Figure 1. Signal wires by layer.
Scale bar: 20 um.
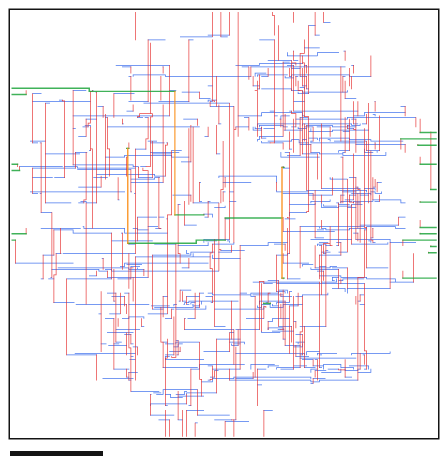
Figure 2. Port wiring.
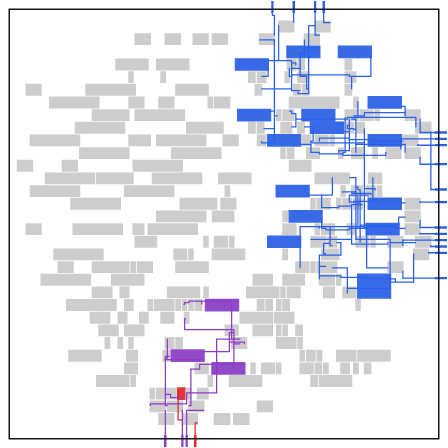
Figure 3. Cell placement.
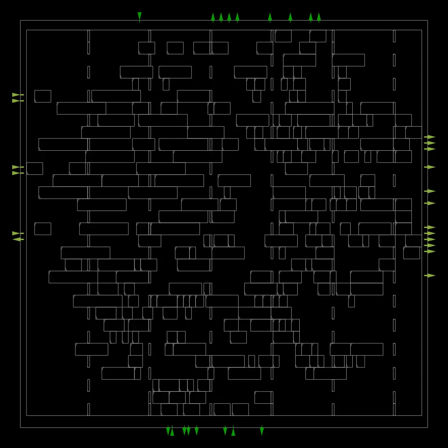
$ cat src/rtl/bet_conduit_tx.sv
// bet_conduit_tx
// Transmit end of the 6-bit bet conduit. Accepts 5-bit bet values from a
// valid/ready source into a small FIFO. Each value is sent as one frame:
// the payload is driven on datac[4:0], and after SETUP_CYCLES cycles the
// datac[5] strobe toggles. The payload is then held for HOLD_CYCLES cycles.
//
// Ports
//   clk_clk      in   system clock, rising edge
//   reset_reset  in   synchronous active-high reset
//   in_data      in   5-bit bet value
//   in_valid     in   in_data valid
//   in_ready     out  buffer can accept (combinational, low during reset)
//   datac        out  conduit: [5]=toggle strobe, [4:0]=payload
//   busy         out  frame in progress or buffer non-empty
//   fifo_level   out  entries currently buffered
//   frames_sent  out  completed frame count, wraps
module bet_conduit_tx #(
    parameter int SETUP_CYCLES = 4,
    parameter int HOLD_CYCLES  = 4,
    parameter int FIFO_DEPTH   = 4
) (
    input  logic                          clk_clk,
    input  logic                          reset_reset,
    input  logic [4:0]                    in_data,
    input  logic                          in_valid,
    output logic                          in_ready,
    output logic [5:0]                    datac,
    output logic                          busy,
    output logic [$clog2(FIFO_DEPTH):0]   fifo_level,
    output logic [15:0]                   frames_sent
);

    localparam int AW      = $clog2(FIFO_DEPTH);
    localparam int LW      = AW + 1;
    localparam int CNT_MAX = (SETUP_CYCLES > HOLD_CYCLES) ? SETUP_CYCLES : HOLD_CYCLES;
    localparam int CW      = (CNT_MAX > 1) ? $clog2(CNT_MAX) : 1;

    typedef enum logic [1:0] {IDLE, SETUP, HOLD} state_t;

    state_t          state, state_next;
    logic [4:0]      mem [FIFO_DEPTH];
    logic [AW-1:0]   wr_ptr, rd_ptr;
    logic [LW-1:0]   level;
    logic [CW-1:0]   cnt, cnt_next;
    logic [5:0]      datac_next;
    logic [15:0]     frame_cnt;
    logic            frame_done;
    logic            push, pop, full;

    assign full        = (level == LW'(FIFO_DEPTH));
    assign in_ready    = !reset_reset && !full;
    assign push        = in_valid && in_ready;
    assign fifo_level  = level;
    assign frames_sent = frame_cnt;
    assign busy        = (state != IDLE) || (level != '0);

    // Pop decision uses the registered level, so a push into an empty
    // buffer becomes visible to the FSM one cycle later.
    always_comb begin
        state_next = state;
        cnt_next   = cnt;
        datac_next = datac;
        frame_done = 1'b0;
        pop        = 1'b0;
        case (state)
            IDLE: begin
                if (level != '0) begin
                    pop             = 1'b1;
                    datac_next[4:0] = mem[rd_ptr];
                    cnt_next        = '0;
                    state_next      = SETUP;
                end
            end
            SETUP: begin
                if (cnt == CW'(SETUP_CYCLES - 1)) begin
                    datac_next[5] = ~datac[5];
                    cnt_next      = '0;
                    state_next    = HOLD;
                end else begin
                    cnt_next = cnt + 1'b1;
                end
            end
            HOLD: begin
                if (cnt == CW'(HOLD_CYCLES - 1)) begin
                    frame_done = 1'b1;
                    state_next = IDLE;
                end else begin
                    cnt_next = cnt + 1'b1;
                end
            end
            default: state_next = IDLE;
        endcase
    end

    always_ff @(posedge clk_clk) begin
        if (reset_reset) begin
            state <= IDLE;
        end else begin
            state <= state_next;
        end
    end

    always_ff @(posedge clk_clk) begin
        if (reset_reset) begin
            datac     <= '0;
            cnt       <= '0;
            frame_cnt <= '0;
            wr_ptr    <= '0;
            rd_ptr    <= '0;
            level     <= '0;
        end else begin
            datac <= datac_next;
            cnt   <= cnt_next;
            if (frame_done) begin
                frame_cnt <= frame_cnt + 1'b1;
            end
            if (push) begin
                wr_ptr <= wr_ptr + 1'b1;
            end
            if (pop) begin
                rd_ptr <= rd_ptr + 1'b1;
            end
            case ({push, pop})
                2'b10:   level <= level + 1'b1;
                2'b01:   level <= level - 1'b1;
                default: level <= level;
            endcase
        end
    end

    // Storage needs no reset; entries are only read after being written.
    always_ff @(posedge clk_clk) begin
        if (push) begin
            mem[wr_ptr] <= in_data;
        end
    end

endmodule

$ cat config.mk
export PLATFORM = sky130hd
export DESIGN_NAME = bet_conduit_tx
export DESIGN_NICKNAME = d
export VERILOG_FILES = /design/src/rtl/bet_conduit_tx.sv
export SDC_FILE = /design/constraint.sdc
export NUM_CORES = 1
export LEC_CHECK = 0
export CAP_MARGIN = 30
export CORE_MARGIN = 1
export CORE_UTILIZATION = 29
export DETAILED_ROUTE_END_ITERATION = 8
export PLACE_DENSITY = 0.47
export SETUP_SLACK_MARGIN = 0.3
export SYNTH_ARGS = -nofsm -noshare
export SYNTH_HDL_FRONTEND = slang
export SYNTH_SLANG_ARGS = --single-unit
$ cat constraint.sdc
create_clock -name clk_clk -period 4.05 [get_ports clk_clk]
set_input_delay 0.405 -clock clk_clk [delete_from_list [all_inputs] [get_ports clk_clk]]
set_output_delay 0.405 -clock clk_clk [all_outputs]
set_load 0.02 [all_outputs]
==> results.json <==
{
  "outcome": "completed",
  "dp.cells": 336,
  "syn_inst": 208,
  "cts_root_buf": "clkbuf_8",
  "cts_max_level": 2,
  "tightest_slew_ns": 0.5300,
  "whs_ns": 0.4674,
  "logic_family": "simple AND/OR/NAND/NOR gates",
  "synth_seq_share": 0.5376,
  "clockBufferCount": 5,
  "firstDrtPassIters": 4,
  "clk-power_mw": 0.371,
  "switching_share": 0.3198,
  "final_area_um2": 2889,
  "cp.arrival_ns": 2.17,
  "cp.depth": 4,
  "mux_share": 0.07360,
  "grt_pass1_vias": 1555,
  "synth-adder-area-share": 0.06720,
  "fp_util": 0.3020,
  "layout_top_cell": "clkdlybuf4s50_1",
  "grtUsageMet3": 0.02736,
  "slowest_stage": "or4b_2",
  "post_dp_cell_area_um2": 2774,
  "viasPerCell": 4.547,
  "dominant_cells": "sequential cells",
  "dieWidth_um": 91.94,
  "cts-resized-gates": 0,
  "setup_ws_ns": 1.480,
  "seqPwrFrac": 0.448,
  "finalHoldViolCount": 0
}
Back to the opening pictures, Figure 1:
legend:
  M2:
    color: red
    wire_length: 2,190 um
  M1:
    color: blue
    wire_length: 2,080 um
  M4:
    color: orange
    wire_length: 70.7 um
  M3:
    color: green
    wire_length: 134 um

Back to the opening pictures, Figure 2:
legend:
  `fifo_level`:
    color: purple
    direction: output
    end_cells: 3
    buffers: 3
    wire: 162 um
  `in_ready`:
    color: red
    direction: output
    end_cells: 1
    buffers: 1
    wire: 10.4 um
  `frames_sent`:
    color: blue
    direction: output
    end_cells: 16
    buffers: 16
    wire: 668 um
number of I/O pins: 35
port buffer count: 34

Back to the opening pictures, Figure 3:
Seq/total area: 0.4366
Filler Cell Count: 803
Final Util: 0.3719
core area: 7767 um2
row cnt: 32

